### src/rtl/alu_md_unit.sv
// alu_md_unit: execute-stage ALU with an iterative M-extension engine.
// Base ops complete in one registered cycle; MUL/DIV take XLEN+1 cycles.
module alu_md_unit #(
    parameter int XLEN     = 32,
    parameter bit ENABLE_M = 1'b1
) (
    input  logic            clk,
    input  logic            rst,
    input  logic            in_valid,
    output logic            in_ready,
    input  logic            Branch,
    input  logic            ALUAdd,
    input  logic            ALUOp,
    input  logic [6:0]      funct7,
    input  logic [2:0]      funct3,
    input  logic [XLEN-1:0] op_a,
    input  logic [XLEN-1:0] op_b,
    output logic            out_valid,
    input  logic            out_ready,
    output logic [XLEN-1:0] result,
    output logic            out_illegal,
    output logic            zero
);
    localparam int SW = $clog2(XLEN);

    typedef enum logic [4:0] {
        OP_ADD, OP_SUB, OP_SLL, OP_SLT, OP_SLTU,
        OP_XOR, OP_SRL, OP_SRA, OP_OR, OP_AND,
        OP_MUL, OP_MULH, OP_MULHSU, OP_MULHU,
        OP_DIV, OP_DIVU, OP_REM, OP_REMU, OP_ILL
    } op_e;

    typedef enum logic [1:0] {S_IDLE, S_ITER, S_FIX} state_e;

    function automatic op_e base_op(input logic [2:0] f3, input logic arith);
        op_e o;
        case (f3)
            3'b000:  o = OP_ADD;
            3'b001:  o = OP_SLL;
            3'b010:  o = OP_SLT;
            3'b011:  o = OP_SLTU;
            3'b100:  o = OP_XOR;
            3'b101:  o = arith ? OP_SRA : OP_SRL;
            3'b110:  o = OP_OR;
            default: o = OP_AND;
        endcase
        return o;
    endfunction

    state_e state, state_nx;
    op_e op, mop;
    logic is_m, is_div, m_is_div, accept;
    logic sgn_a, sgn_b, neg_a, neg_b, b_zero;
    logic [XLEN-1:0] mag_a, mag_b, a_raw, x, base_res, fix_res;
    logic [XLEN-1:0] quo, rem;
    logic [2*XLEN-1:0] acc, mc, prod;
    logic [XLEN:0] rs, diff;
    logic [SW-1:0] shamt, count;

    // Decode the control flags into a single operation, in priority order
    always_comb begin
        op = OP_ILL;
        if (ALUAdd) op = OP_ADD;
        else if (Branch) op = OP_SUB;
        else if (ALUOp) op = base_op(funct3, funct7[5]);
        else if (funct7 == 7'b0000000) op = base_op(funct3, 1'b0);
        else if (funct7 == 7'b0100000) begin
            if (funct3 == 3'b000) op = OP_SUB;
            else if (funct3 == 3'b101) op = OP_SRA;
        end else if (funct7 == 7'b0000001 && ENABLE_M) begin
            case (funct3)
                3'b000:  op = OP_MUL;
                3'b001:  op = OP_MULH;
                3'b010:  op = OP_MULHSU;
                3'b011:  op = OP_MULHU;
                3'b100:  op = OP_DIV;
                3'b101:  op = OP_DIVU;
                3'b110:  op = OP_REM;
                default: op = OP_REMU;
            endcase
        end
    end

    assign is_div = op inside {OP_DIV, OP_DIVU, OP_REM, OP_REMU};
    assign is_m   = is_div || (op inside {OP_MUL, OP_MULH, OP_MULHSU, OP_MULHU});
    assign sgn_a  = op_a[XLEN-1] && (op inside {OP_MUL, OP_MULH, OP_MULHSU, OP_DIV, OP_REM});
    assign sgn_b  = op_b[XLEN-1] && (op inside {OP_MUL, OP_MULH, OP_DIV, OP_REM});
    assign mag_a  = sgn_a ? -op_a : op_a;
    assign mag_b  = sgn_b ? -op_b : op_b;
    assign shamt  = op_b[SW-1:0];
    assign accept = in_valid && in_ready;

    // Single-cycle base operations
    always_comb begin
        base_res = '0;
        case (op)
            OP_ADD:  base_res = op_a + op_b;
            OP_SUB:  base_res = op_a - op_b;
            OP_SLL:  base_res = op_a << shamt;
            OP_SLT:  base_res = {{(XLEN-1){1'b0}}, $signed(op_a) < $signed(op_b)};
            OP_SLTU: base_res = {{(XLEN-1){1'b0}}, op_a < op_b};
            OP_XOR:  base_res = op_a ^ op_b;
            OP_SRL:  base_res = op_a >> shamt;
            OP_SRA:  base_res = $unsigned($signed(op_a) >>> shamt);
            OP_OR:   base_res = op_a | op_b;
            OP_AND:  base_res = op_a & op_b;
            default: base_res = '0;
        endcase
    end

    assign m_is_div = mop inside {OP_DIV, OP_DIVU, OP_REM, OP_REMU};
    assign rs       = {acc[XLEN-1:0], x[XLEN-1]};
    assign diff     = rs - {1'b0, mc[XLEN-1:0]};

    // Iterative engine: shift-add multiply or restoring divide on magnitudes
    always_ff @(posedge clk or posedge rst) begin
        if (rst) begin
            mop    <= OP_ADD;
            neg_a  <= 1'b0;
            neg_b  <= 1'b0;
            b_zero <= 1'b0;
            a_raw  <= '0;
            acc    <= '0;
            mc     <= '0;
            x      <= '0;
            count  <= '0;
        end else if (accept && is_m) begin
            mop    <= op;
            neg_a  <= sgn_a;
            neg_b  <= sgn_b;
            b_zero <= (op_b == '0);
            a_raw  <= op_a;
            acc    <= '0;
            count  <= '0;
            if (is_div) begin
                x  <= mag_a;
                mc <= {{XLEN{1'b0}}, mag_b};
            end else begin
                x  <= mag_b;
                mc <= {{XLEN{1'b0}}, mag_a};
            end
        end else if (state == S_ITER) begin
            count <= count + SW'(1);
            if (m_is_div) begin
                if (!diff[XLEN]) begin
                    acc <= {{XLEN{1'b0}}, diff[XLEN-1:0]};
                    x   <= {x[XLEN-2:0], 1'b1};
                end else begin
                    acc <= {{(XLEN-1){1'b0}}, rs};
                    x   <= {x[XLEN-2:0], 1'b0};
                end
            end else begin
                if (x[0]) acc <= acc + mc;
                mc <= mc << 1;
                x  <= x >> 1;
            end
        end
    end

    // Sign correction and divide special cases applied in FIX
    always_comb begin
        prod = (neg_a ^ neg_b) ? -acc : acc;
        quo  = b_zero ? '1 : ((neg_a ^ neg_b) ? -x : x);
        rem  = b_zero ? a_raw : (neg_a ? -acc[XLEN-1:0] : acc[XLEN-1:0]);
        case (mop)
            OP_MUL:                       fix_res = prod[XLEN-1:0];
            OP_MULH, OP_MULHSU, OP_MULHU: fix_res = prod[2*XLEN-1:XLEN];
            OP_DIV, OP_DIVU:              fix_res = quo;
            OP_REM, OP_REMU:              fix_res = rem;
            default:                      fix_res = '0;
        endcase
    end

    // State register
    always_ff @(posedge clk or posedge rst) begin
        if (rst) state <= S_IDLE;
        else state <= state_nx;
    end

    // Next-state logic
    always_comb begin
        state_nx = state;
        unique case (state)
            S_IDLE: if (accept && is_m) state_nx = S_ITER;
            S_ITER: if (count == SW'(XLEN-1)) state_nx = S_FIX;
            S_FIX:  state_nx = S_IDLE;
            default: state_nx = S_IDLE;
        endcase
    end

    // Handshake output: accept only when idle and the output slot frees up
    always_comb begin
        in_ready = (state == S_IDLE) && (!out_valid || out_ready);
    end

    // Output register: holds until consumed, new load wins over drain
    always_ff @(posedge clk or posedge rst) begin
        if (rst) begin
            out_valid   <= 1'b0;
            result      <= '0;
            out_illegal <= 1'b0;
            zero        <= 1'b1;
        end else if (accept && !is_m) begin
            out_valid   <= 1'b1;
            result      <= base_res;
            out_illegal <= (op == OP_ILL);
            zero        <= (base_res == '0);
        end else if (state == S_FIX) begin
            out_valid   <= 1'b1;
            result      <= fix_res;
            out_illegal <= 1'b0;
            zero        <= (fix_res == '0);
        end else if (out_ready) begin
            out_valid   <= 1'b0;
        end
    end
endmodule

### config.mk
export PLATFORM = sky130hd
export DESIGN_NAME = alu_md_unit
export DESIGN_NICKNAME = d
export VERILOG_FILES = /design/src/rtl/alu_md_unit.sv
export SDC_FILE = /design/constraint.sdc
export NUM_CORES = 2
export LEC_CHECK = 0
export ABC_AREA = 1
export CELL_PAD_IN_SITES_DETAIL_PLACEMENT = 0
export CELL_PAD_IN_SITES_GLOBAL_PLACEMENT = 1
export CORE_UTILIZATION = 28
export DETAILED_ROUTE_END_ITERATION = 16
export PLACE_DENSITY_LB_ADDON = 0.15
export SETUP_SLACK_MARGIN = 0.2
export SKIP_LAST_GASP = 1
export SYNTH_ARGS = -nofsm -noshare
export SYNTH_HDL_FRONTEND = slang
export SYNTH_SLANG_ARGS = --single-unit
### constraint.sdc
create_clock -name clk -period 9.6 [get_ports clk]
set_input_delay 1.44 -clock clk [delete_from_list [all_inputs] [get_ports clk]]
set_output_delay 1.44 -clock clk [all_outputs]
set_load 0.02 [all_outputs]
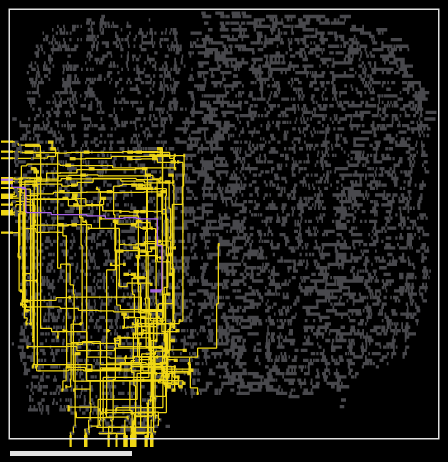
**Above:** nets reached from selected ports.
Bar = 100 um.
yellow -> op_a  # bits 32, direction input, edge 17 south, 15 west, end cells 205, wire 10300 um
purple -> out_illegal  # bits 1, direction output, edge west, end cells 1, wire 219 um
Top Ports: 117
port bufs: 116

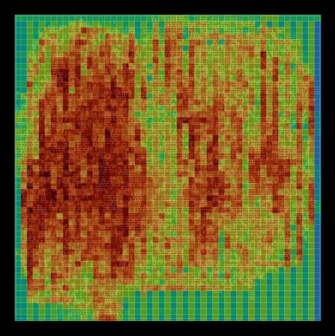
**Above:** congestion heat map.
post-layout util: 31.36%
drt wl/cell: 27.19 um
met2 global-route usage: 52.32%
met3 Use GR: 2.505%

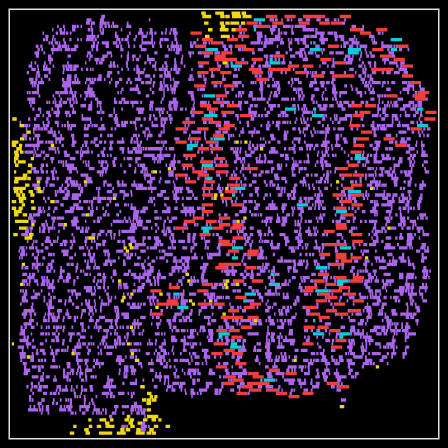
**Above:** cell classes on the final placement.
yellow -> other buffers and delay cells  # cells 198, share of their area 4.8%
cyan -> clock drivers and dummy loads  # cells 58, share of their area 3.1%
red -> flip-flops  # cells 242, share of their area 17%
purple -> all other logic  # cells 5506, share of their area 75%

[final cells by class]
type                    instances  area share, %
clock inverters                13         0.4916
flip-flops and latches        242          15.87
clock buffers                  45          2.432
inverters                     709          7.001
well taps                    1625          5.326
multi-input cells            4797          64.29
repair buffers                198          4.589
[power by group through the flow]
stage | logic (mW) | registers (mW) | clock network, mW
after detailed placement | 6.78 | 2.17 | 0
after global placement | 6.80 | 2.18 | 0
after floorplan | 4.42 | 1.86 | 0
after global routing | 7.55 | 2.21 | 1.35
after CTS | 6.82 | 2.16 | 1.31
final | 6.91 | 2.18 | 1.29
==> results_slide.txt <==
Physical Implementation Snapshot

Layout
  – Comb gate area: 24540 um2
  – Final instance area: 38180 um2
  – Filler cells: 14046
  – Share of cells above drive strength 1: 3.664%
  – Most frequent cells in the layout: nand2_1 (1535), nor2_1 (815), inv_1 (682)
  – Largest regs: acc x64, mc x64
  – # diodes: 0
  – Most frequent logic cell in the layout: nand2_1

Power
  – Pwr Total: 10.38 mW
  – Sw power: 6.067 mW
  – Internal power: 4.313 mW
  – Clk network pwr share: 12.4%
  – Lkg Pwr: 18.10 nW
  – Maximum vdd drop: 0.1511 mV

Global routing
  – GR peak layer: met2
  – Initial antenna violation count: 4

Routing
  – Met3 WL post-DR: 10.65 mm
  – Met2 wirelength from detailed routing: 93.34 mm
  – DRC: 0
  – Vias per cell: 5.524
  – DR pass1 iterations: 6
  – Drt initial violations: 4403
  – Detailed Route WL: 207.4 mm
  – Top layer in use: met5

Floorplan
  – Die width: 352.2 um
  – Chip Area: 124000 um2
  – Site Rows: 128

Logic synthesis
  – Compound Share, Synth: 20.70%
  – Cell area leaders: dfrtp_1 (18%), nand2_1 (17%), nor2_1 (9.0%)
  – Yosys simple share: 39.46%
  – Top cell type by instance count after synthesis: nand2_1
  – Syn Area/Cell: 5.714 um2
  – Post-synth seq share: 17.64%
  – Synth cell types: 61
  – Adder share: 7.595%
  – Mapped cell area: 34330 um2
  – Most common library cells after synthesis: nand2_1 (1536), nor2_1 (822), inv_1 (686)
  – Ys flop type: dfrtp_1
  – Multiplexer share: 0.02916%
  – Post-synth ARST share: 100.0%
  – Largest type area fraction: 17.57%
  – Synthesized flop and latch total: 242
  – Cell taking the most area after synthesis: dfrtp_1
  – Dominant comb cell: simple AND/OR/NAND/NOR gates

Timing
  – Maximum clock frequency: 165.1 MHz
  – Final hold viol count: 0
  – Final worst-path cycle share: 63.11%
  – RSZ-0062 raised after global routing: false
  – Setup TNS: 0 ns
  – Slew HR: 15.61%
  – Post-route minimum period: 6.058 ns
  – Final setup margin: 3.542 ns
  – Hold slack final: 0.4831 ns

Setup path
  – Critical Path Stages: 20
  – Critical Path End: x[0]$_DFFE_PP0P_
  – Crit path required time: 10.11 ns
  – CP arrival: 6.57 ns
  – Most frequent CP cell: nand2_1
  – Worst setup path start: funct3[1]
  – Crit-path max FO: 76
  – Reg-to-reg setup timing slack: 4.52 ns
  – Critical Path Slowest Stage Cell: a21oi_4
  – CP Cell Sequence: clkdlybuf4s50_1 > inv_1 > ha_1 > inv_1 > nand2_1 > nand2_1 > nand3_1 > nand3_2 > nand2_2 > nand2_4 > nand3_2 > a21oi_4 > buf_4 > clkinv_2 > buf_4 > a21oi_1 > o21ai_0 > o211ai_1 > nand2_1 > o21ai_0

Placed design
  – Setup Slack @ Placement: 2.944 ns
  – Dpl cells: 7571
  – Detailed placement HPWL: 167.8 mm
  – Cell area after placement: 37060 um2
  – Final GP Congestion: 1.048

Clock network
  – CTS clock-pin slew for the worst setup and hold paths: 0.06 ns
  – Num CTS Buffers: 31

Flow run
  – Log Warnings: 93

Worst hold path
  – WHS Endpoint: a_raw[13]$_DFFE_PP0P_
  – Worst Hold Depth: 2

Status
  – Run status: complete, no violations
Power is estimated from default activity; no workload was simulated.
